$ cat src/rtl/mem_seq_pkg.sv
// Shared definitions for the memory sequencer: FSM state encodings,
// operation codes and the expected-data pattern generator.
package mem_seq_pkg;

  // FSM state encoding (plain constants so older tools can consume them)
  typedef logic [1:0] state_t;
  localparam state_t ST_IDLE = 2'd0;
  localparam state_t ST_REQ  = 2'd1;
  localparam state_t ST_WAIT = 2'd2;
  localparam state_t ST_DONE = 2'd3;

  // Operation codes, same polarity as the bus wr_rd signal
  localparam logic OP_FILL  = 1'b1;
  localparam logic OP_CHECK = 1'b0;

  // Data pattern for word idx of a sequence: seed + idx with 32-bit wrap
  function automatic logic [31:0] exp_data(input logic [31:0] seed,
                                           input logic [31:0] idx);
    return seed + idx;
  endfunction

endpackage

$ cat src/rtl/mem_seq_initiator_if.sv
// Single-word valid/ready memory bus between the sequencer (master)
// and a memory responder (slave). ready qualifies rdata and error.
interface mem_seq_initiator_if #(
  parameter int ADDR_W = 32
) ();

  logic              valid;
  logic              wr_rd;
  logic [ADDR_W-1:0] addr;
  logic [31:0]       wdata;
  logic [31:0]       rdata;
  logic              ready;
  logic              error;

  modport master (
    output valid, wr_rd, addr, wdata,
    input  rdata, ready, error
  );

  modport slave (
    input  valid, wr_rd, addr, wdata,
    output rdata, ready, error
  );

endinterface

$ cat src/rtl/mem_seq_timer.sv
// WAIT-cycle watchdog. Cleared while a request is being issued, counts
// every cycle the sequencer waits without a response and flags expiry
// on the TIMEOUT_CYC-th such cycle.
module mem_seq_timer #(
  parameter int TIMEOUT_CYC = 64
) (
  input  logic clk,
  input  logic rst_n,
  input  logic clr_i,
  input  logic en_i,
  output logic expired_o
);

  localparam int CW = $clog2(TIMEOUT_CYC + 1);

  logic [CW-1:0] cnt_q;
  logic [CW-1:0] cnt_d;

  // Expiry is combinational so the FSM leaves WAIT on exactly the limit cycle
  assign expired_o = en_i && (cnt_q == CW'(TIMEOUT_CYC - 1));

  // Next count: clear has priority, count stops once expired
  always_comb begin
    cnt_d = cnt_q;
    if (clr_i) begin
      cnt_d = '0;
    end else if (en_i && !expired_o) begin
      cnt_d = cnt_q + 1'b1;
    end
  end

  // Count register with synchronous active-low reset
  always_ff @(posedge clk) begin
    if (!rst_n) begin
      cnt_q <= '0;
    end else begin
      cnt_q <= cnt_d;
    end
  end

endmodule

$ cat src/rtl/mem_seq_initiator.sv
// Memory fill/check sequencer. Accepts a command (op, base, len, seed),
// issues one single-word bus transaction at a time and accumulates
// error-response, data-mismatch, first-failure and timeout status.
module mem_seq_initiator
  import mem_seq_pkg::*;
#(
  parameter int ADDR_W       = 32,
  parameter int LEN_W        = 16,
  parameter int CNT_W        = 16,
  parameter int TIMEOUT_CYC  = 64,
  parameter bit ABORT_ON_ERR = 1'b0
) (
  input  logic              clk,
  input  logic              rst_n,
  // command side
  input  logic              cmd_valid,
  output logic              cmd_ready,
  input  logic              cmd_op,
  input  logic [ADDR_W-1:0] cmd_base,
  input  logic [LEN_W-1:0]  cmd_len,
  input  logic [31:0]       cmd_seed,
  // memory bus
  mem_seq_initiator_if.master bus,
  // status
  output logic              busy,
  output logic              done,
  output logic [CNT_W-1:0]  err_cnt,
  output logic [CNT_W-1:0]  mis_cnt,
  output logic [ADDR_W-1:0] first_fail_addr,
  output logic              fail_seen,
  output logic              timeout
);

  state_t            state_q, state_d;
  logic              op_q, op_d;
  logic [ADDR_W-1:0] base_q, base_d;
  logic [LEN_W-1:0]  len_q, len_d;
  logic [31:0]       seed_q, seed_d;
  logic [LEN_W-1:0]  idx_q, idx_d;
  logic [ADDR_W-1:0] addr_q, addr_d;
  logic [31:0]       wdata_q, wdata_d;
  logic [CNT_W-1:0]  err_cnt_q, err_cnt_d;
  logic [CNT_W-1:0]  mis_cnt_q, mis_cnt_d;
  logic [ADDR_W-1:0] ffa_q, ffa_d;
  logic              fail_seen_q, fail_seen_d;
  logic              timeout_q, timeout_d;

  logic              timer_clr;
  logic              timer_en;
  logic              timer_expired;
  logic [LEN_W-1:0]  idx_inc;
  logic              rd_mismatch;
  logic              word_fail;

  mem_seq_timer #(
    .TIMEOUT_CYC (TIMEOUT_CYC)
  ) u_timer (
    .clk       (clk),
    .rst_n     (rst_n),
    .clr_i     (timer_clr),
    .en_i      (timer_en),
    .expired_o (timer_expired)
  );

  assign idx_inc     = idx_q + 1'b1;
  // Data compare only applies to clean read responses
  assign rd_mismatch = (op_q == OP_CHECK) && !bus.error &&
                       (bus.rdata != exp_data(seed_q, 32'(idx_q)));
  assign word_fail   = bus.error || rd_mismatch;

  // Outputs decoded from state; bus address/data come from held registers
  assign cmd_ready       = (state_q == ST_IDLE);
  assign busy            = (state_q != ST_IDLE);
  assign done            = (state_q == ST_DONE);
  assign bus.valid       = (state_q == ST_REQ);
  assign bus.wr_rd       = op_q;
  assign bus.addr        = addr_q;
  assign bus.wdata       = wdata_q;
  assign err_cnt         = err_cnt_q;
  assign mis_cnt         = mis_cnt_q;
  assign first_fail_addr = ffa_q;
  assign fail_seen       = fail_seen_q;
  assign timeout         = timeout_q;

  // Sequencer next-state: command accept, request issue, response handling
  always_comb begin
    state_d     = state_q;
    op_d        = op_q;
    base_d      = base_q;
    len_d       = len_q;
    seed_d      = seed_q;
    idx_d       = idx_q;
    addr_d      = addr_q;
    wdata_d     = wdata_q;
    err_cnt_d   = err_cnt_q;
    mis_cnt_d   = mis_cnt_q;
    ffa_d       = ffa_q;
    fail_seen_d = fail_seen_q;
    timeout_d   = timeout_q;
    timer_clr   = 1'b0;
    timer_en    = 1'b0;

    case (state_q)
      ST_IDLE: begin
        if (cmd_valid) begin
          op_d        = cmd_op;
          base_d      = cmd_base;
          len_d       = cmd_len;
          seed_d      = cmd_seed;
          idx_d       = '0;
          err_cnt_d   = '0;
          mis_cnt_d   = '0;
          ffa_d       = '0;
          fail_seen_d = 1'b0;
          timeout_d   = 1'b0;
          // First request is prepared here so addr/wdata are stable with valid
          addr_d      = cmd_base;
          wdata_d     = (cmd_op == OP_FILL) ? cmd_seed : 32'd0;
          state_d     = (cmd_len == '0) ? ST_DONE : ST_REQ;
        end
      end

      ST_REQ: begin
        // Single-cycle valid; watchdog restarts for the coming WAIT
        timer_clr = 1'b1;
        state_d   = ST_WAIT;
      end

      ST_WAIT: begin
        timer_en = !bus.ready;
        if (bus.ready) begin
          if (bus.error && (err_cnt_q != '1)) begin
            err_cnt_d = err_cnt_q + 1'b1;
          end
          if (rd_mismatch && (mis_cnt_q != '1)) begin
            mis_cnt_d = mis_cnt_q + 1'b1;
          end
          if (word_fail && !fail_seen_q) begin
            ffa_d       = addr_q;
            fail_seen_d = 1'b1;
          end
          idx_d = idx_inc;
          if ((idx_inc == len_q) || (ABORT_ON_ERR && bus.error)) begin
            state_d = ST_DONE;
          end else begin
            // base + idx advances one word; wraps naturally at 2^ADDR_W
            addr_d  = addr_q + 1'b1;
            wdata_d = (op_q == OP_FILL) ? exp_data(seed_q, 32'(idx_inc)) : 32'd0;
            state_d = ST_REQ;
          end
        end else if (timer_expired) begin
          timeout_d = 1'b1;
          state_d   = ST_DONE;
        end
      end

      ST_DONE: begin
        state_d = ST_IDLE;
      end

      default: begin
        state_d = ST_IDLE;
      end
    endcase
  end

  // State and status registers with synchronous active-low reset
  always_ff @(posedge clk) begin
    if (!rst_n) begin
      state_q     <= ST_IDLE;
      op_q        <= 1'b0;
      base_q      <= '0;
      len_q       <= '0;
      seed_q      <= '0;
      idx_q       <= '0;
      addr_q      <= '0;
      wdata_q     <= '0;
      err_cnt_q   <= '0;
      mis_cnt_q   <= '0;
      ffa_q       <= '0;
      fail_seen_q <= 1'b0;
      timeout_q   <= 1'b0;
    end else begin
      state_q     <= state_d;
      op_q        <= op_d;
      base_q      <= base_d;
      len_q       <= len_d;
      seed_q      <= seed_d;
      idx_q       <= idx_d;
      addr_q      <= addr_d;
      wdata_q     <= wdata_d;
      err_cnt_q   <= err_cnt_d;
      mis_cnt_q   <= mis_cnt_d;
      ffa_q       <= ffa_d;
      fail_seen_q <= fail_seen_d;
      timeout_q   <= timeout_d;
    end
  end

endmodule

$ cat src/flat_wrapper.sv
// flat-port wrapper written by rule: the top's interface ports become plain ports
module mem_seq_initiator_flat import mem_seq_pkg::*;
#(
  parameter int ADDR_W       = 32,
  parameter int LEN_W        = 16,
  parameter int CNT_W        = 16,
  parameter int TIMEOUT_CYC  = 64,
  parameter bit ABORT_ON_ERR = 1'b0
)
  (clk, rst_n, cmd_valid, cmd_ready, cmd_op, cmd_base, cmd_len, cmd_seed, busy, done, err_cnt, mis_cnt, first_fail_addr, fail_seen, timeout, bus_valid, bus_wr_rd, bus_addr, bus_wdata, bus_rdata, bus_ready, bus_error);
  mem_seq_initiator_if #(.ADDR_W(ADDR_W)) bus_i ();
  input  logic clk;
  input  logic rst_n;
  input  logic cmd_valid;
  output logic cmd_ready;
  input  logic cmd_op;
  input  logic [ADDR_W-1:0] cmd_base;
  input  logic [LEN_W-1:0] cmd_len;
  input  logic [31:0] cmd_seed;
  output logic busy;
  output logic done;
  output logic [CNT_W-1:0] err_cnt;
  output logic [CNT_W-1:0] mis_cnt;
  output logic [ADDR_W-1:0] first_fail_addr;
  output logic fail_seen;
  output logic timeout;
  output wire logic [$bits(bus_i.valid)-1:0] bus_valid;
  output wire logic [$bits(bus_i.wr_rd)-1:0] bus_wr_rd;
  output wire logic [$bits(bus_i.addr)-1:0] bus_addr;
  output wire logic [$bits(bus_i.wdata)-1:0] bus_wdata;
  input wire logic [$bits(bus_i.rdata)-1:0] bus_rdata;
  input wire logic [$bits(bus_i.ready)-1:0] bus_ready;
  input wire logic [$bits(bus_i.error)-1:0] bus_error;
  assign bus_valid = bus_i.valid;
  assign bus_wr_rd = bus_i.wr_rd;
  assign bus_addr = bus_i.addr;
  assign bus_wdata = bus_i.wdata;
  assign bus_i.rdata = bus_rdata;
  assign bus_i.ready = bus_ready;
  assign bus_i.error = bus_error;
  mem_seq_initiator #(.ADDR_W(ADDR_W), .LEN_W(LEN_W), .CNT_W(CNT_W), .TIMEOUT_CYC(TIMEOUT_CYC), .ABORT_ON_ERR(ABORT_ON_ERR)) u_core (.clk(clk), .rst_n(rst_n), .cmd_valid(cmd_valid), .cmd_ready(cmd_ready), .cmd_op(cmd_op), .cmd_base(cmd_base), .cmd_len(cmd_len), .cmd_seed(cmd_seed), .bus(bus_i), .busy(busy), .done(done), .err_cnt(err_cnt), .mis_cnt(mis_cnt), .first_fail_addr(first_fail_addr), .fail_seen(fail_seen), .timeout(timeout));
endmodule
$ cat config.mk
export PLATFORM = sky130hd
export DESIGN_NAME = mem_seq_initiator_flat
export DESIGN_NICKNAME = d
export VERILOG_FILES = /design/src/rtl/mem_seq_pkg.sv /design/src/rtl/mem_seq_initiator_if.sv /design/src/rtl/mem_seq_timer.sv /design/src/rtl/mem_seq_initiator.sv /design/src/flat_wrapper.sv
export SDC_FILE = /design/constraint.sdc
export NUM_CORES = 1
export LEC_CHECK = 0
export CAP_MARGIN = 20
export CORE_ASPECT_RATIO = 1.4
export CORE_MARGIN = 8
export CORE_UTILIZATION = 45
export DETAILED_ROUTE_END_ITERATION = 8
export HOLD_SLACK_MARGIN = 0.06
export PLACE_DENSITY = 0.78
export SLEW_MARGIN = 20
export SYNTH_ARGS = -nofsm -noshare
export SYNTH_HDL_FRONTEND = slang
export SYNTH_SLANG_ARGS = --single-unit
$ cat constraint.sdc
create_clock -name clk -period 4.95 [get_ports clk]
set_clock_uncertainty 0.1 [all_clocks]
set_input_delay 0.495 -clock clk [delete_from_list [all_inputs] [get_ports clk]]
set_output_delay 0.495 -clock clk [all_outputs]
set_load 0.05 [all_outputs]
Figure 1. Metal 1 (run 1).
Drawn at 2 px/um. Cells faint in the background.
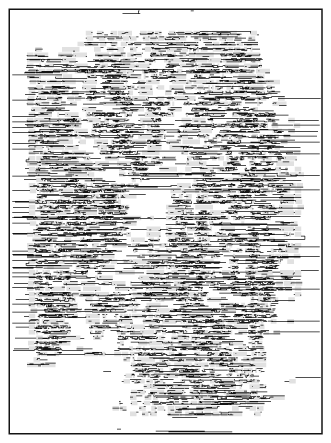
The longest straight run is 60.7 um. The wires run mostly horizontal. 1762 nets have wire on it.
met1 Use GR: 28.0%
Vias: 12600
Routed WL: 43500 um

Figure 2. Metal 2 (run 1).
Drawn at 2 px/um.
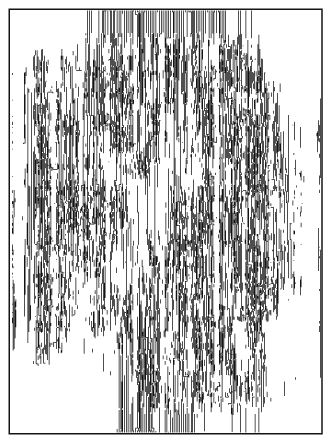
The longest straight run is 92.1 um. 1639 nets have wire on it.
met2 GRT Util: 45.8%

==> metrics.yaml, run 1 <==
syn_nets: 1711
n_all_inverters: 30
clock-root-buffer: "clkbuf_16"
ant_nets: 0
area_reported_by_yosys_stat_um2: 12300
sh_comb_area_pct: 49.1
clk_pin_slew_ns: 0.06
buffer_depth_of_the_longest_clock_path: 3
logic_depth_of_the_worst_path_buffers_included: 12
finalHoldViolCount: 0
ys_sh_xor_pct: 8.19
pg_comb_w: 0.00123
synthAdderAreaFrac_pct: 4.10
met1_wl_um: 16300
enable_flop_cells: 0
fillCellCount: 2477
regToRegSetupSlack_ns: 0.68
timing.critical_path.slowest_stage_cell: "a211oi_1"
grt_busiest_layer: "met2"
place_inst: 2091
clk_latency_ns: 0.52
net_count_reported_at_finish: 1906
grt_pass1_vias: 12500
most-common-layout-cells: "251 x clkdlybuf4s50_1, 242 x nand2_1, 204 x dfxtp_1, 147 x nor2_1, 78 x xnor2_1"
comb_power_share_pct: 26.6
status: "completed"
final.signal_buffer_count: 269
synth-warning-count: 0
first_pass_iters: 5
clkPwrFrac_pct: 32.9
max_slew_margin_pct: 28.5
worst-setup-path-type: "flip-flop to flip-flop"
postLayoutSetupSlackWorst_ns: 0.682
grt_start_max_net_pins: 81
first_iter_violations: 1022
nWellTaps: 365
wl_met3_um: 3100
top_area_share_pct: 33.3
yosysCellCount: 1554
post-route-drc-count: 0
die_h_um: 211
final_util_pct: 58.4
global_route_usage_over_all_layers_pct: 25.7
worst_setup_path_start_kind: "flip-flop"
pre_cts_slack_ns: 0.691
seq-cell-share_pct: 26.1
post_synth_main_logic_family: "simple AND/OR/NAND/NOR gates"
insertedDiodeCount: 1
reported_sequential_group_power_w: 0.00187
Figure 3. The metal 3 layer (run 1).
Drawn at 1 px/um. Cells faint in the background.
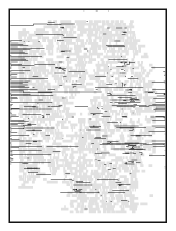
281 nets have wire on it. The layer carries 3100 um of wire. The wires run mostly horizontal. The layer holds 7.1% of the routed length. The longest straight run is 63.5 um.
met3 layer usage reported by global route: 5.35%

Figure 4. Met4 routing (run 1).
Drawn at 1 px/um. Cells faint in the background.
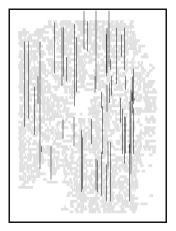
The longest straight run is 127 um. The layer holds 5.0% of the routed length. The wires run mostly vertical. The layer carries 2190 um of wire. 45 nets have wire on it.

Figure 5. Routing congestion map (run 1).
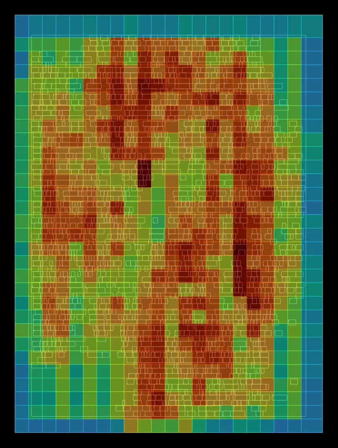

==> run 1 -> run 2 <==
- CORE_MARGIN: 8 -> not set
Figure 6. Routing congestion map (run 2).
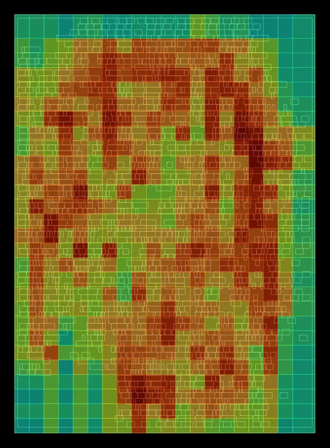
global-route usage over all layers: 29.4%
busiest grt layer: met2
routed wire length per instance: 19.7 um
end-of-flow core utilization: 58.4%

==> run 2 against run 1 <==
Net effect: via count is 0.83% lower; wire length decreased by 3.8%; utilization hardly changed; final cell count fell by 0.19%; critical path type unchanged; critical endpoint is now u_core.first_fail_addr[16]; largest cell class unchanged.
==> metrics.yaml, run 2 <==
buffer_depth_of_the_longest_clock_path: 3  # unchanged
clk_latency_ns: 0.51  # about the same
use_met1_pct: 32.7  # +4.7 points
worst_setup_path_start_kind: "flip-flop"
synthAdderAreaFrac_pct: 4.10  # unchanged
die_h_um: 197  # -6.6%
postLayoutSetupSlackWorst_ns: 0.611  # -0.0715 ns
use_met3_pct: 4.99  # -0.35 points
clk_pin_slew_ns: 0.06  # about the same
grt_pass1_vias: 12200  # -2.6%
place_inst: 2092  # +0.048%
top_area_share_pct: 33.3  # unchanged
wl_met3_um: 2900  # -6.6%
area_reported_by_yosys_stat_um2: 12300  # unchanged
sh_comb_area_pct: 49.2  # +0.052 points
final.signal_buffer_count: 270  # +0.37%
max_slew_margin_pct: 35.4  # +6.9 points
status: "completed"
n_all_inverters: 30  # unchanged
timing.critical_path.slowest_stage_cell: "a211oi_1"
ys_sh_xor_pct: 8.19  # unchanged
syn_nets: 1711  # unchanged
enable_flop_cells: 0  # unchanged
Figure 7. Met4 routing (run 2).
Drawn at 1.5 px/um. Cells faint in the background.
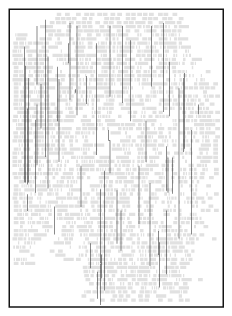
The longest straight run is 100 um. 44 nets have wire on it. The layer carries 2130 um of wire. The wires run mostly vertical. The layer holds 5.1% of the routed length.
Vias: 12500
Routed WL: 41900 um

Figure 8. Metal 2 (run 2).
Drawn at 2 px/um.
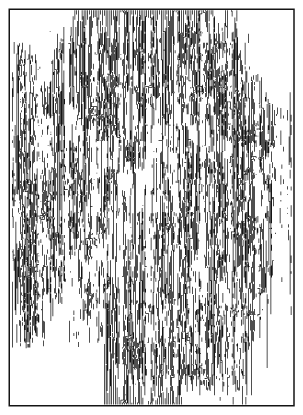

==> run 2 -> run 3 <==
- CORE_MARGIN: not set -> 4
- GPL_TIMING_DRIVEN: not set -> 0
- TNS_END_PERCENT: not set -> 30
Figure 9. Metal 2 (run 3).
Drawn at 2 px/um.
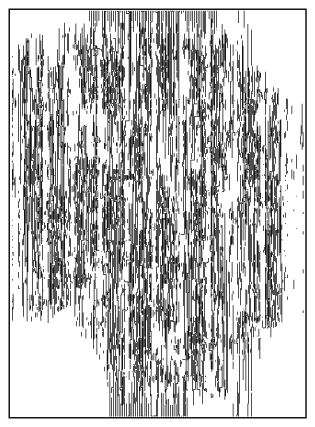
The layer carries 22.5 mm of wire. The wires run mostly vertical. 1698 nets have wire on it. The layer holds 49% of the routed length.
met2 GRT Util: 52.4%
Vias: 13000

==> run 3 against run 2 <==
Net effect: sequential cell count is the same; count of clock-buffer cells in the layout shrank 2; fmax shrank 4.4%; register-to-register slack lost 0.20 ns; critical path depth grew 4; combinational power grew 5%; sequential share of layout area shrank 0.45 points; non-clock buffer count grew 79; sequential power is essentially flat; worst setup slack lost 0.20 ns; highest routed layer is now met5.
==> metrics.yaml, run 3 <==
enable_flop_cells: 0  # unchanged
wl_met3_um: 3500  # +21%
grt_pass1_vias: 13000  # +6.8%
terminating_pin_of_the_worst_hold_path: "u_core.first_fail_addr[17]"
wirelength_um: 45600  # +8.7%
synth_unique_cells: 83
global_route_usage_over_all_layers_pct: 29.1  # -0.35 points
synthAdderAreaFrac_pct: 4.10  # unchanged
postCtsHoldBufs: 0
compound_area_share_pct: 23.4
syn_nets: 1711  # unchanged
area_reported_by_yosys_stat_um2: 12300  # unchanged
clk_latency_ns: 0.51  # about the same
sh_comb_area_pct: 48.1  # -1.1 points
post_synth_main_logic_family: "simple AND/OR/NAND/NOR gates"
timing.critical_path.slowest_stage_cell: "dfxtp_1"
drt-vias-per-instance: 5.89
grt_busiest_layer: "met2"
die_h_um: 203  # +3.0%
post_route_cells_drive_above_1_share_pct: 4.56
yosysCellCount: 1554
postSynthCellCount: 1554
max_slew_margin_pct: 49.4  # +14 points
nWellTaps: 365
first_pass_iters: 5
n_all_inverters: 30  # unchanged
critical_path.reg2reg.endpoint: "u_core.bus.wdata[30]"
place_inst: 2171  # +3.8%
final.signal_buffer_count: 349  # +29%
postLayoutSetupSlackWorst_ns: 0.411  # -0.200 ns
ys_sh_xor_pct: 8.19  # unchanged
use_met1_pct: 32.3  # -0.35 points
clockBufferCount: 27
status: "completed"
buffer_depth_of_the_longest_clock_path: 3  # unchanged
routed_wire_length_per_instance_um: 20.6  # +4.7%
worst_setup_path_start_kind: "flip-flop"
top_area_share_pct: 33.3  # unchanged
clk_pin_slew_ns: 0.06  # about the same
grt-ovfl-total: 0
mi_logic_area_um2: 7670
Figure 10. Routing congestion map (run 3).
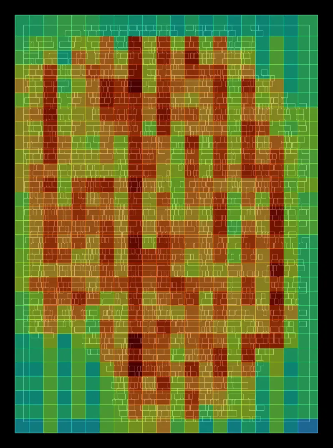
end-of-flow core utilization: 59.2%
met3 layer usage reported by global route: 5.27%

Power figures rest on the tool's default switching activity, not on a simulated workload.
